### src/rtl/matrix_scan_loader.sv
// Column-write sequencer for the 16x16 dot matrix.
// Streams pattern ROM columns at a scrolling offset, one column per LOAD.
module matrix_scan_loader #(
   parameter int COLS        = 16,
   parameter int PATTERN_LEN = 32,
   parameter int ID_W        = 5,
   parameter int CLR_CYCLES  = 2,
   parameter int SCROLL_DIV  = 4
) (
   input  logic            CLK,
   input  logic            RESET,
   input  logic            start,
   input  logic            clear_req,
   input  logic            scroll_en,
   output logic [ID_W-1:0] rom_addr,
   input  logic [15:0]     rom_data,
   output logic [ID_W-1:0] column_id,
   output logic [15:0]     in_column,
   output logic            LOAD,
   output logic            IN_CLR,
   output logic            busy,
   output logic            frame_done,
   output logic [ID_W-1:0] scroll_ofs
);

   localparam int FC_W = (SCROLL_DIV > 1) ? $clog2(SCROLL_DIV) : 1;
   localparam int CC_W = (CLR_CYCLES > 1) ? $clog2(CLR_CYCLES) : 1;

   typedef enum logic [2:0] {
      IDLE, CLEAR, FETCH, LATCH, WRITE, DONE
   } state_t;

   state_t          state_q, state_d;
   logic [ID_W-1:0] col_q, col_d;
   logic [CC_W-1:0] clr_q, clr_d;
   logic [FC_W-1:0] fcnt_q, fcnt_d;
   logic [ID_W-1:0] ofs_q, ofs_d;
   logic [ID_W-1:0] addr_q, addr_d;
   logic [ID_W-1:0] cid_q, cid_d;
   logic [15:0]     data_q, data_d;
   logic            was_clr_q, was_clr_d;

   // Operands stay below 2*PATTERN_LEN, so one conditional subtract wraps.
   function automatic logic [ID_W-1:0] wrap_add(
      input logic [ID_W-1:0] a,
      input logic [ID_W-1:0] b
   );
      logic [ID_W:0] s;
      s = {1'b0, a} + {1'b0, b};
      if (s >= (ID_W+1)'(PATTERN_LEN))
         s = s - (ID_W+1)'(PATTERN_LEN);
      return s[ID_W-1:0];
   endfunction

   always_comb begin
      state_d   = state_q;
      col_d     = col_q;
      clr_d     = clr_q;
      fcnt_d    = fcnt_q;
      ofs_d     = ofs_q;
      addr_d    = addr_q;
      cid_d     = cid_q;
      data_d    = data_q;
      was_clr_d = was_clr_q;
      unique case (state_q)
         IDLE: begin
            if (clear_req) begin
               state_d   = CLEAR;
               clr_d     = '0;
               was_clr_d = 1'b1;
            end else if (start) begin
               state_d   = FETCH;
               col_d     = '0;
               addr_d    = wrap_add(ofs_q, '0);
               was_clr_d = 1'b0;
            end
         end
         CLEAR: begin
            if (clr_q == CC_W'(CLR_CYCLES-1))
               state_d = DONE;
            else
               clr_d = clr_q + CC_W'(1);
         end
         FETCH: state_d = LATCH;
         LATCH: begin
            data_d  = rom_data;
            cid_d   = col_q;
            state_d = WRITE;
         end
         WRITE: begin
            if (col_q == ID_W'(COLS-1)) begin
               state_d = DONE;
            end else begin
               col_d   = col_q + ID_W'(1);
               addr_d  = wrap_add(ofs_q, col_q + ID_W'(1));
               state_d = FETCH;
            end
         end
         DONE: begin
            state_d = IDLE;
            if (!was_clr_q && scroll_en) begin
               if (fcnt_q == FC_W'(SCROLL_DIV-1)) begin
                  fcnt_d = '0;
                  ofs_d  = wrap_add(ofs_q, ID_W'(1));
               end else begin
                  fcnt_d = fcnt_q + FC_W'(1);
               end
            end
         end
         default: state_d = IDLE;
      endcase
   end

   always_ff @(posedge CLK) begin
      if (RESET) begin
         state_q   <= IDLE;
         col_q     <= '0;
         clr_q     <= '0;
         fcnt_q    <= '0;
         ofs_q     <= '0;
         addr_q    <= '0;
         cid_q     <= '0;
         data_q    <= '0;
         was_clr_q <= 1'b0;
      end else begin
         state_q   <= state_d;
         col_q     <= col_d;
         clr_q     <= clr_d;
         fcnt_q    <= fcnt_d;
         ofs_q     <= ofs_d;
         addr_q    <= addr_d;
         cid_q     <= cid_d;
         data_q    <= data_d;
         was_clr_q <= was_clr_d;
      end
   end

   assign rom_addr   = addr_q;
   assign column_id  = cid_q;
   assign in_column  = data_q;
   assign scroll_ofs = ofs_q;
   assign LOAD       = (state_q == WRITE);
   assign IN_CLR     = (state_q == CLEAR);
   assign frame_done = (state_q == DONE);
   assign busy       = (state_q != IDLE);

endmodule
### config.mk
export PLATFORM = sky130hd
export DESIGN_NAME = matrix_scan_loader
export DESIGN_NICKNAME = d
export VERILOG_FILES = /design/src/rtl/matrix_scan_loader.sv
export SDC_FILE = /design/constraint.sdc
export NUM_CORES = 1
export LEC_CHECK = 0
export CAP_MARGIN = 20
export CORE_UTILIZATION = 47
export DETAILED_ROUTE_END_ITERATION = 12
export PLACE_DENSITY = 0.84
export SYNTH_ARGS = -nofsm -noshare
export SYNTH_HDL_FRONTEND = slang
export SYNTH_SLANG_ARGS = --single-unit
### constraint.sdc
create_clock -name CLK -period 2 [get_ports CLK]
set_input_delay 0.6 -clock CLK [delete_from_list [all_inputs] [get_ports CLK]]
set_output_delay 0.6 -clock CLK [all_outputs]
set_load 0.005 [all_outputs]
Figure 1. M1 wires.
Scale: 8 px per um. Supply wires on this layer in grey.
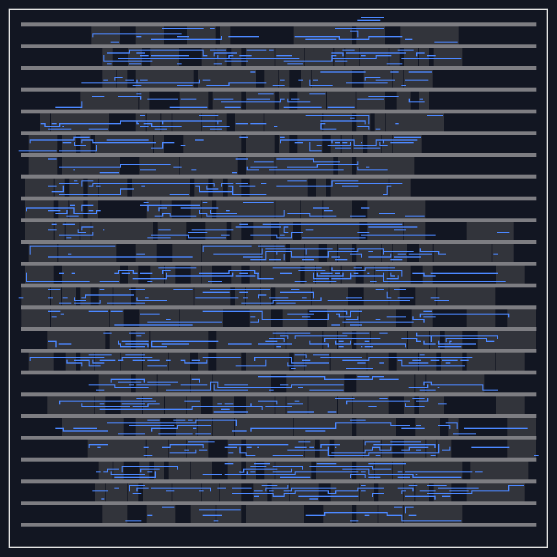
longest straight run: 22.5 um
share of all routed wire: 43%
main direction: horizontal
detailed-route wire length: 4.71 mm
via count: 1,899
routing usage on met1: 27.2%

Figure 2. Met2 routing.
Scale: 8 px per um.
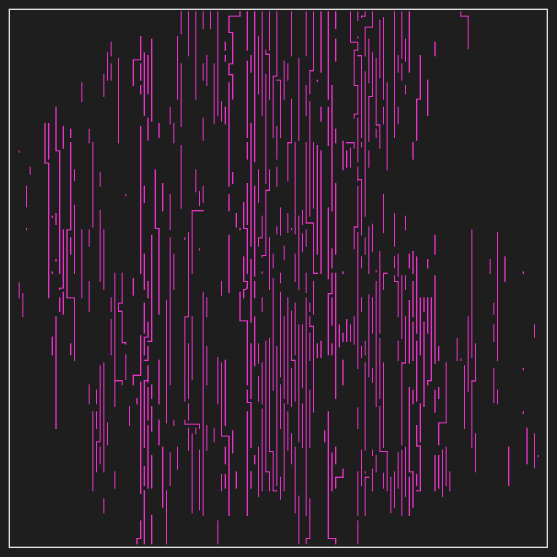
share of all routed wire: 50%
wire length on this layer: 2,380 um
longest straight run: 27.9 um
main direction: vertical
grt met2 use: 37.9%

Figure 3. M3 wires.
Scale: 8 px per um.
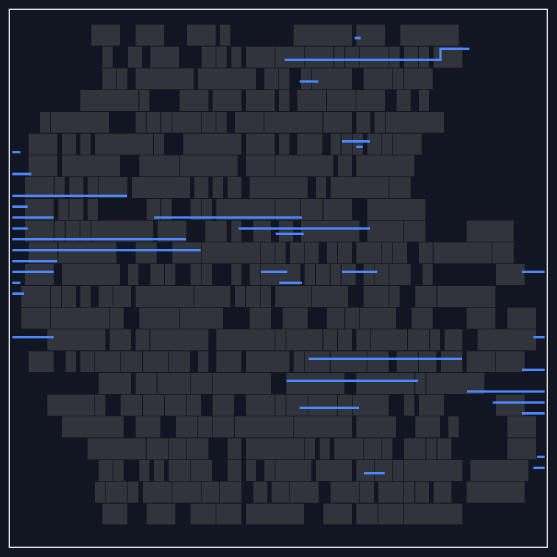
nets with wire on the layer: 30
share of all routed wire: 5.0%
longest straight run: 23.2 um
wire length on this layer: 234 um
main direction: horizontal
GR Util met3: 5.65%

Figure 4. Track usage over the die.
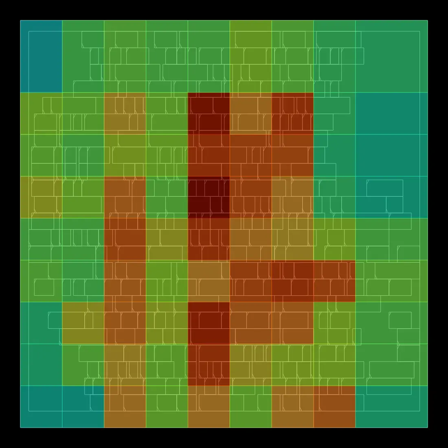
wire length per cell after detailed routing: 12.9 um
All-Layer GR Usage: 22.7%

Figure 5. Routed clock nets over the placement.
Scale: 4 px per um.
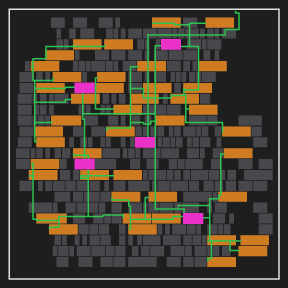
legend:
  magenta:
    item: clock-net drivers
    count: 5
  orange:
    item: flip-flops
    count: 43
  green:
    item: clock wires
    length: 528 um
flops lie: widely spread
routed clock nets: 6
clock network latency to the later pin of the worst-skew pair: 0.30 ns
portion of total power attributed to the clock network: 31.9%
clock distribution power: 0.546 mW
clock skew after layout: 0.00777 ns

==> deck_impl_summary.md <==
Synthesis and Place & Route Summary

Status
  • Run status: finished, final reports clean

Timing
  • RSZ-0062 raised after global routing: true
  • Post-route fraction of the period consumed by the critical path: 97.4%
  • Transition time at the pin with the least slew margin: around 0.65 ns
  • Final Max Tran Viols: 0
  • Sum of negative setup slack: 0 ns
  • Final hold slack: 0.454 ns

Floorplanning
  • Number of I/O pins: between 50 and 60

GRT
  • Vias in the first global route: 1,708
  • GR Overflow Total: 0

Synth
  • Fraction of registers with async set/reset: 0%
  • Yosys stat area: 1990 sq um

Worst setup path
  • Register-to-register setup slack: between 0.1 and 0.15 ns
  • Logic depth of the worst path, buffers included: 3
  • Critical path capture point type: output pin

Power and ir drop
  • Net load switching power: 0.434 mW
  • Logic gate share of total power: 15.8%

Cells and area
  • Combinational gates: 178
  • Most numerous logic cell after layout: nand2_1
  • Layout overhead on the synthesized area: 43.3%
  • Non-filler cells, final: about 370
  • Commonest cells after routing, fill and taps aside: nand2_1 (61), clkdlybuf4s50_1 (51), dfxtp_1 (41)
  • Share of the final layout cell area in sequential cells: a little under a third

Run
  • Stage-log warning count: 28

Routing
  • Routed met2 length: 2.38 mm

Clock tree
  • Clock tree root buffer cell: clkbuf_8
  • Post-CTS sizing: 10
[synthesized netlist by cell type (2+ instances only)]
cell type   n
a211oi_2    2
a21oi_1    36
a311oi_1    2
and3_1      3
buf_2       4
buf_6       2
clkbuf_1    8
dfxtp_1    43
ha_1        9
inv_1       4
nand2_1    61
nand3_1     8
nand3b_1    3
nand4_1     2
nor2_1     13
nor2b_1     5
nor3_1      2
o211ai_1    2
o21ai_0     4
or3_1       2
xnor2_1     2
xor2_1      4
[worst min-delay path by stage]
stage,startpoint,end,slack (ns)
final,rom_addr[2],rom_addr[2],0.45
after global routing,in_column[1],in_column[1],0.47
after CTS,in_column[1],in_column[1],0.46
after detailed placement,in_column[1],in_column[1],0.45
after global placement,in_column[12],in_column[12],0.44
after floorplan,was_clr_q,was_clr_q,0.44
Power and IR drop assume default switching activity.
